==> run_1/route_heat.png <==
Scale: 6 px per µm. 13 x 13 tiles, from black (low) to pale yellow (high), scaled to the fullest tile. Values are wire area over tile area, all layers added.
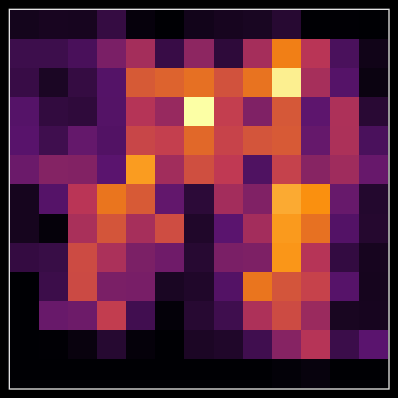
==> run_1/sizing.png <==
Scale: 8 px per µm.
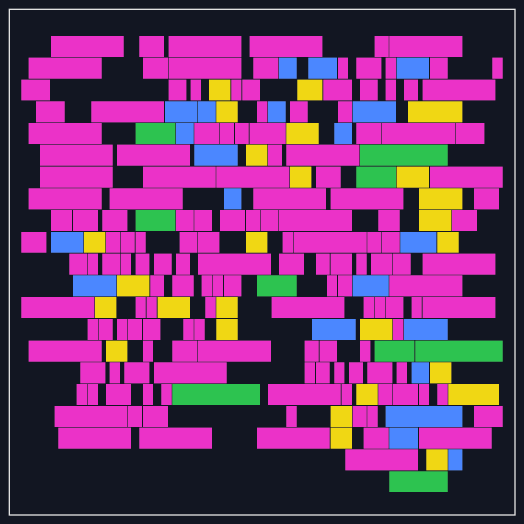
==> run_1/ff_map.png <==
Scale: 6 px per µm. Other sequential cells in the stronger grey, the rest of the logic in the fainter grey.
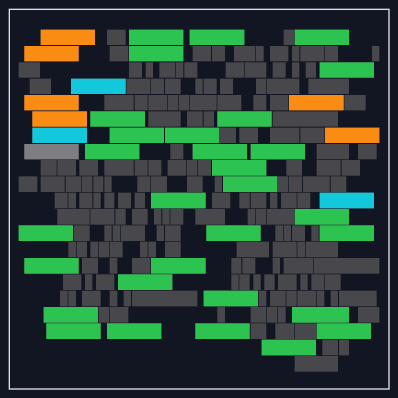
[config.mk]
export PLATFORM = sky130hd
export DESIGN_NAME = motor_inputs
export DESIGN_NICKNAME = d
export VERILOG_FILES = /design/src/rtl/motor_pkg.sv /design/src/rtl/motor_inputs_debounce.sv /design/src/rtl/motor_inputs.sv
export SDC_FILE = /design/constraint.sdc
export NUM_CORES = 1
export LEC_CHECK = 0
export CAP_MARGIN = 40
export CORE_UTILIZATION = 50
export CTS_CLUSTER_DIAMETER = 40
export DETAILED_ROUTE_END_ITERATION = 12
export PLACE_DENSITY = 0.71
export SLEW_MARGIN = 20
export SYNTH_ARGS = -nofsm -noshare
export SYNTH_HDL_FRONTEND = slang
export SYNTH_SLANG_ARGS = --single-unit
[constraint.sdc]
create_clock -name clk -period 1.4 [get_ports clk]
set_input_delay 0.28 -clock clk [delete_from_list [all_inputs] [get_ports clk]]
set_output_delay 0.28 -clock clk [all_outputs]
set_load 0.02 [all_outputs]
[src/rtl/motor_pkg.sv]
// motor_pkg: default constants and helpers shared by the motor input conditioner.
// Rev 1.0
`default_nettype none

package motor_pkg;

  localparam int MOTOR_DEBOUNCE_CYCLES = 1000;
  localparam int MOTOR_SYNC_STAGES     = 2;

  // Channel slots within the packed raw/stable vectors of motor_inputs.
  typedef enum logic [1:0] {
    CH_BTN = 2'd0,
    CH_UP  = 2'd1,
    CH_DN  = 2'd2
  } motor_ch_e;

  localparam int MOTOR_NUM_CH = 3;

  function automatic int motor_cnt_w(input int cycles);
    return $clog2(cycles + 1);
  endfunction

endpackage

`default_nettype wire

[src/rtl/motor_inputs_debounce.sv]
// debounce: synchroniser, hold counter and stable-state register for one bouncy input.
// Rev 1.0
`default_nettype none

module debounce
  import motor_pkg::*;
#(
  parameter int DEBOUNCE_CYCLES = MOTOR_DEBOUNCE_CYCLES,
  parameter int SYNC_STAGES     = MOTOR_SYNC_STAGES,
  parameter int CNT_W           = motor_cnt_w(DEBOUNCE_CYCLES)
) (
  input  logic clk,
  input  logic rst_n,
  input  logic i_raw,
  output logic o_stable,
  output logic o_rise
);

  logic [SYNC_STAGES-1:0] r_sync;
  logic [CNT_W-1:0]       r_cnt;
  logic                   r_stable;

  logic w_sync;
  logic w_differ;
  logic w_done;

  assign w_sync   = r_sync[SYNC_STAGES-1];
  assign w_differ = w_sync ^ r_stable;
  // The counter never reaches DEBOUNCE_CYCLES: the accepting edge clears it instead.
  assign w_done   = w_differ && (r_cnt == CNT_W'(DEBOUNCE_CYCLES - 1));

  always_ff @(posedge clk or negedge rst_n) begin
    if (!rst_n) begin
      r_sync   <= '0;
      r_cnt    <= '0;
      r_stable <= 1'b0;
    end else begin
      r_sync <= {r_sync[SYNC_STAGES-2:0], i_raw};
      if (!w_differ) begin
        r_cnt <= '0;
      end else if (w_done) begin
        r_cnt    <= '0;
        r_stable <= w_sync;
      end else begin
        r_cnt <= r_cnt + CNT_W'(1);
      end
    end
  end

  assign o_stable = r_stable;
  // Look-ahead so a registered consumer lands in the same cycle as the stable rise.
  assign o_rise   = w_done & w_sync;

endmodule

`default_nettype wire

[src/rtl/motor_inputs.sv]
// motor_inputs: debounces button and limit switches, emits a one-cycle activate pulse.
// Rev 1.0 -- optional stuck-limit fault check enabled by MOTOR_INPUTS_FAULT_EN.
`default_nettype none

module motor_inputs
  import motor_pkg::*;
#(
  parameter int DEBOUNCE_CYCLES = MOTOR_DEBOUNCE_CYCLES,
  parameter int SYNC_STAGES     = MOTOR_SYNC_STAGES,
  parameter int CNT_W           = motor_cnt_w(DEBOUNCE_CYCLES)
) (
  input  logic clk,
  input  logic rst_n,
  input  logic btn_raw,
  input  logic up_limit_raw,
  input  logic dn_limit_raw,
  output logic activate,
  output logic up_limit,
  output logic dn_limit,
  output logic limit_fault
);

  logic [MOTOR_NUM_CH-1:0] w_raw;
  logic [MOTOR_NUM_CH-1:0] w_stable;
  logic [MOTOR_NUM_CH-1:0] w_rise;
  logic                    w_block;
  logic                    w_unused_rise;
  logic                    r_activate;

  always_comb begin
    w_raw         = '0;
    w_raw[CH_BTN] = btn_raw;
    w_raw[CH_UP]  = up_limit_raw;
    w_raw[CH_DN]  = dn_limit_raw;
  end

  for (genvar g = 0; g < MOTOR_NUM_CH; g++) begin : g_ch
    debounce #(
      .DEBOUNCE_CYCLES (DEBOUNCE_CYCLES),
      .SYNC_STAGES     (SYNC_STAGES),
      .CNT_W           (CNT_W)
    ) u_debounce (
      .clk      (clk),
      .rst_n    (rst_n),
      .i_raw    (w_raw[g]),
      .o_stable (w_stable[g]),
      .o_rise   (w_rise[g])
    );
  end

  // Limit channels only need their levels; their rise look-ahead is not consumed.
  assign w_unused_rise = &{1'b0, w_rise[CH_UP], w_rise[CH_DN]};

`ifdef MOTOR_INPUTS_FAULT_EN
  logic r_fault;
  logic w_fault_next;

  assign w_fault_next = r_fault | (w_stable[CH_UP] & w_stable[CH_DN]);

  always_ff @(posedge clk or negedge rst_n) begin
    if (!rst_n) begin
      r_fault <= 1'b0;
    end else begin
      r_fault <= w_fault_next;
    end
  end

  // Blocking on the next fault value keeps activate low from the very edge the fault sets.
  assign w_block     = w_fault_next;
  assign limit_fault = r_fault;
`else
  assign w_block     = 1'b0;
  assign limit_fault = 1'b0;
`endif

  always_ff @(posedge clk or negedge rst_n) begin
    if (!rst_n) begin
      r_activate <= 1'b0;
    end else begin
      r_activate <= w_rise[CH_BTN] & ~w_block;
    end
  end

  assign activate = r_activate;
  assign up_limit = w_stable[CH_UP];
  assign dn_limit = w_stable[CH_DN];

endmodule

`default_nettype wire
==> results.sh, run 1 <==
# source this file to load flow results
export IMPL_status="complete, but fails checks"
export IMPL_failed_checks="setup timing"
export IMPL_max_slew_margin_rel_pct=66.6
export IMPL_post_route_period_util_pct=101
export IMPL_cts_tree="yes"
export IMPL_synthTopLogicFamily="simple AND/OR/NAND/NOR gates"
export IMPL_grt_max_degree=41
export IMPL_yosysWarnings=0
export IMPL_worstSetupEndpointType="flop"
export IMPL_required_ns=1.61
export IMPL_warning_count=28
export IMPL_yosysMostFrequentCell="dfrtp_1"
export IMPL_placed_cells_incl_taps=245
export IMPL_cp_max_fo=3
export IMPL_port_buffers=7
export IMPL_finalSetupViolations=2
export IMPL_synth_seq_share_pct=53.7
export IMPL_grt_use_total_pct=19.3
export IMPL_globalplace_congestion=0.809
export IMPL_min_period_ns=1.41
export IMPL_dp_hpwl_mm=2.24
export IMPL_synth_cells=179
export IMPL_die_w_um=63.0
export IMPL_ys_types=38
export IMPL_ir_worst_vdd_v=0.000674
export IMPL_syn_area_mm2=0.00186
export IMPL_aoi_share_pct=7.72
export IMPL_yosysTopAreaCell="dfrtp_1"
export IMPL_setup_ws_ns=-0.00823
export IMPL_htree_levels=2
export IMPL_first_global_vias=1387
export IMPL_final_common_cell="dfrtp_1"
export IMPL_cp_start_kind="flop"
export IMPL_core_area_mm2=0.00344
export IMPL_top_cells_by_area="dfrtp_1 54%, nor2_1 5.6%, xor2_1 4.7%, nand3_1 3.8%, xnor2_1 3.8%"
export IMPL_slew_violations=0
export IMPL_maxCapViolCount=0
export IMPL_fin_worst_skew_ns=0.00253
export IMPL_hold_violations=0
export IMPL_route_vias_total=1386
export IMPL_die_h_um=63.0
Back to the opening pictures, route_heat.png:
fullest tile: 0.45
mean over tiles: 0.13
nearly empty tiles: 15%
tiles over half the peak: 21%
emptiest ninth of the die: bottom middle

Back to the opening pictures, sizing.png:
[x1 and smaller] magenta | cells: 155
[x3 and x4] yellow | cells: 26
[x2] blue | cells: 21
[x6 and larger] green | cells: 9

Back to the opening pictures, ff_map.png:
[g_ch.u_debounce.r_cnt] green | flops: 30 | where: spread over the die
[g_ch.u_debounce.o_stable] cyan | flops: 3
[g_ch.u_debounce.r_sync] orange | flops: 6

[run 1: where the power goes]
part | internal (mW) | switching (mW) | total (mW)
Clock | 0.891 | 0.397 | 1.29
Sequential | 1.18 | 0.0219 | 1.21
Combinational | 0.0693 | 0.0749 | 0.144
Total | 2.15 | 0.493 | 2.64
[run 1: timing repair]
| item | CTS | global route |
|---|---|---|
| hold buffers | 1 | 0 |
| resized | 6 | 13 |
| endpoints found under the hold margin | 40 | 0 |
| pin swaps | 5 | 8 |
| endpoints found under the setup margin | 15 | 20 |
| setup buffers | 1 | 2 |
[run 1: critical path: stages, from the launching register on]
cell and delay [ns]:
dfrtp_1 0.40, ha_2 0.19, and4bb_1 0.20, and2_4 0.15, o211a_1 0.21, nor3_2 0.18
[run 1: routing by layer]
layer  vias up  share of wire, %  routed length (µm)  global-route usage (%)
met3         8               3.2                 105                    5.11
met5         -                 0                   0                       0
met2        22                49                1620                    32.5
met1       674                46                1490                    22.8
met4         0               1.7                  56                    9.01
li1        682                 -                   -                       -
[run 1: flip-flops by register name, indices dropped and copies added, names as in the netlist]
name,cells
g_ch.u_debounce.r_cnt,30
g_ch.u_debounce.o_stable,3
activate,1
g_ch.u_debounce.r_sync,6
[run 1: worst paths after layout]
path	startpoint	cells past startpoint	endpoint	slack (ns)
worst max-delay path	g_ch[2].u_debounce.r_cnt[0]	5	g_ch[2].u_debounce.r_cnt[9]	-0.008
worst min-delay path	g_ch[1].u_debounce.r_sync[0]	0	g_ch[1].u_debounce.r_sync[1]	0.36
worst max register to register	g_ch[2].u_debounce.r_cnt[0]	5	g_ch[2].u_debounce.r_cnt[9]	-0.008
worst min register to register	g_ch[1].u_debounce.r_sync[0]	0	g_ch[1].u_debounce.r_sync[1]	0.36
max in group asynchronous	rst_n	3	g_ch[1].u_debounce.r_cnt[2]	0.72
min in group asynchronous	rst_n	3	g_ch[1].u_debounce.r_cnt[4]	0.49
[run 1: metrics by stage]
step                      utilization, %  cell area, µm²  setup TNS, ns  hold WS (ns)
after global placement              61.5            2120              0         0.263
after CTS                           67.1            2310       -0.00324         0.361
final                               68.9            2370       -0.00900         0.358
after floorplan                        -            1880              0       -0.0156
after detailed placement            61.5            2120        -0.0408         0.266
after global routing                68.9            2370         -0.314         0.371
[run 1: logic make-up (layout without fill, tap and decap cells)]
kind of cell | count (synthesis) | count (layout)
simple gates | 90 | 90
flops | 40 | 40
compound gates | 19 | 19
xor+xnor | 18 | 18
buf+inv | 5 | 37
fa+ha+maj | 3 | 3
mux | 3 | 3
other cells | 1 | 1
[run 1: cell type report]
type                       instances  area (µm²)
sequential                        40        1000
tap                               46        57.6
inverter                           4        15.0
multi-input combinational        134         926
clock buffer                       5        68.8
timing repair buffer              25         211
fill                             245        1070
clock inverter                     3        90.1
==> run 2, diff against run 1 <==
Settings changed: CORE_ASPECT_RATIO set to 1.2.
==> run_2/sizing.png <==
Scale: 6 px per µm.
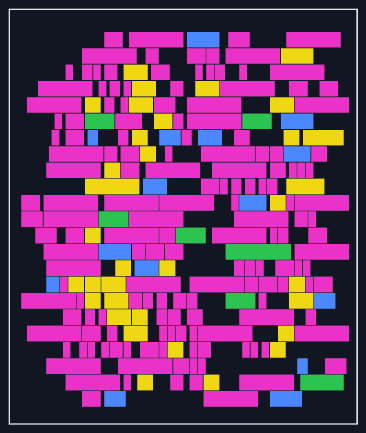
[x3 and x4] yellow | cells: 34
[x1 and smaller] magenta | cells: 157
[x2] blue | cells: 15
[x6 and larger] green | cells: 7

==> run 2 against run 1 <==
  * The flow finishes with violations (DRC)
  * Fmax increased by 2.1%
  * Global-route usage increased by 1.1 points
  * Via count rose by 1.5%
  * First-iteration DRC count shrank 1.4%
  * Clock-buffer cell count did not move
  * Synthesized area unchanged
  * Sequential share of layout area grew 0.26 points
  * Die size is essentially flat
  * Worst hold slack got worse by 0.0060 ns
  * Wire length grew 9.7%
  * Cell count shrank 2.7%
  * Largest cell class unchanged
==> results.sh, run 2 <==
# source this file to load flow results
export IMPL_worstSetupEndpointType="flop"
export IMPL_placed_cells_incl_taps=237
export IMPL_fin_worst_skew_ns=0.00594
export IMPL_synth_cells=179
export IMPL_min_period_ns=1.38
export IMPL_dp_hpwl_mm=2.32
export IMPL_final_setup_tns_ns=0
export IMPL_required_ns=1.58
export IMPL_swShare_pct=22.2
export IMPL_failed_checks="DRC"
export IMPL_combinationalPowerShare_pct=7.0
export IMPL_aoi_share_pct=7.72
export IMPL_cts_tree="yes"
export IMPL_largest_reg_flops=30
export IMPL_synthTopLogicFamily="simple AND/OR/NAND/NOR gates"
export IMPL_yosysTopAreaCell="dfrtp_1"
export IMPL_yosysWarnings=0
export IMPL_regMostFlops="g_ch.u_debounce.r_cnt"
export IMPL_grt_use_total_pct=20.5
export IMPL_hold_violations=0
export IMPL_die_w_um=57.7
export IMPL_fin_area_mm2=0.00235
export IMPL_yosysMostFrequentCell="dfrtp_1"
export IMPL_maxCapViolCount=0
export IMPL_ys_types=38
export IMPL_power_share_clock_pct=40.4
export IMPL_internal_power_mw=1.79
export IMPL_drc=1
export IMPL_htree_levels=2
export IMPL_final_common_cell="dfrtp_1"
export IMPL_globalplace_congestion=0.820
export IMPL_post_route_period_util_pct=98.6
export IMPL_slew_violations=0
export IMPL_grt_max_degree=41
export IMPL_status="complete, but fails checks"
export IMPL_finalSetupViolations=0
export IMPL_die_h_um=68.9
[run 2: path summary, 6_finish.rpt]
check / from / end / slack (ns) / cells after the start
worst max-delay path: g_ch[2].u_debounce.r_cnt[0] / g_ch[2].u_debounce.o_stable / 0.02 / 4
max in group asynchronous: rst_n / g_ch[0].u_debounce.r_cnt[1] / 0.73 / 3
worst max register to register: g_ch[2].u_debounce.r_cnt[0] / g_ch[2].u_debounce.o_stable / 0.02 / 4
worst min-delay path: g_ch[1].u_debounce.r_sync[0] / g_ch[1].u_debounce.r_sync[1] / 0.35 / 0
min in group asynchronous: rst_n / g_ch[1].u_debounce.r_cnt[1] / 0.48 / 3
worst min register to register: g_ch[1].u_debounce.r_sync[0] / g_ch[1].u_debounce.r_sync[1] / 0.35 / 0
[run 2: kinds of logic (layout without fill, tap and decap cells)]
logic type               after synthesis  count (layout)
AND/OR/NAND/NOR                       90              90
flip-flops                            40              40
AND-OR/OR-AND                         19              19
XOR/XNOR                              18              18
buffers and inverters                  5              39
adder cells (fa/ha/maj)                3               3
multiplexers                           3               3
other                                  1               1
[run 2: per-layer routing]
layer  part of all wire, %  up-vias  routed length [µm]  GRT usage, %
met4                   2.2        0                  79          10.7
met5                     0        -                   0             0
met3                   3.0        9                 107          6.16
li1                      -      682                   -             -
met2                    51       20                1850          34.9
met1                    43      696                1560          23.5
[run 2: layout make-up]
class,instances,area [µm²]
clock buffer,5,68.8
clock inverter,3,42.5
fill,264,1100
inverter,4,15.0
multi-input combinational,134,953
sequential,40,1000
tap,37,46.3
timing repair buffer,27,226
[run 2: timing repair]
action	4_1_cts	5_1_grt
pin swaps	7	10
setup buffers	2	2
hold endpoints to repair	40	0
hold buffers	1	0
setup endpoints to repair	15	29
gates resized	9	12
[run 2: per-stage QoR]
step	util (%)	setup slack, ns	total power, mW
after floorplan	-	0.000237	1.28
after global placement	61.2	0.0188	1.36
after detailed placement	61.2	-0.0358	1.36
after CTS	66.1	-0.0101	2.32
after global routing	68.2	-0.0523	2.40
final	68.2	0.0203	2.30
[run 2: critical path, cell delays in order, from the launching register on]
cell	delay [ns]
dfrtp_1	0.42
ha_4	0.17
and4bb_1	0.20
nand4_1	0.14
mux2_2	0.35
[run 2: power groups by stage]
stage | clock, mW | combinational, mW | sequential (mW)
global route | 1.01 | 0.181 | 1.21
CTS | 0.963 | 0.146 | 1.21
floorplan | 0 | 0.0522 | 1.23
detailed placement | 0 | 0.138 | 1.23
global placement | 0 | 0.133 | 1.23
finish | 0.929 | 0.160 | 1.21
Power and IR drop assume default switching activity.
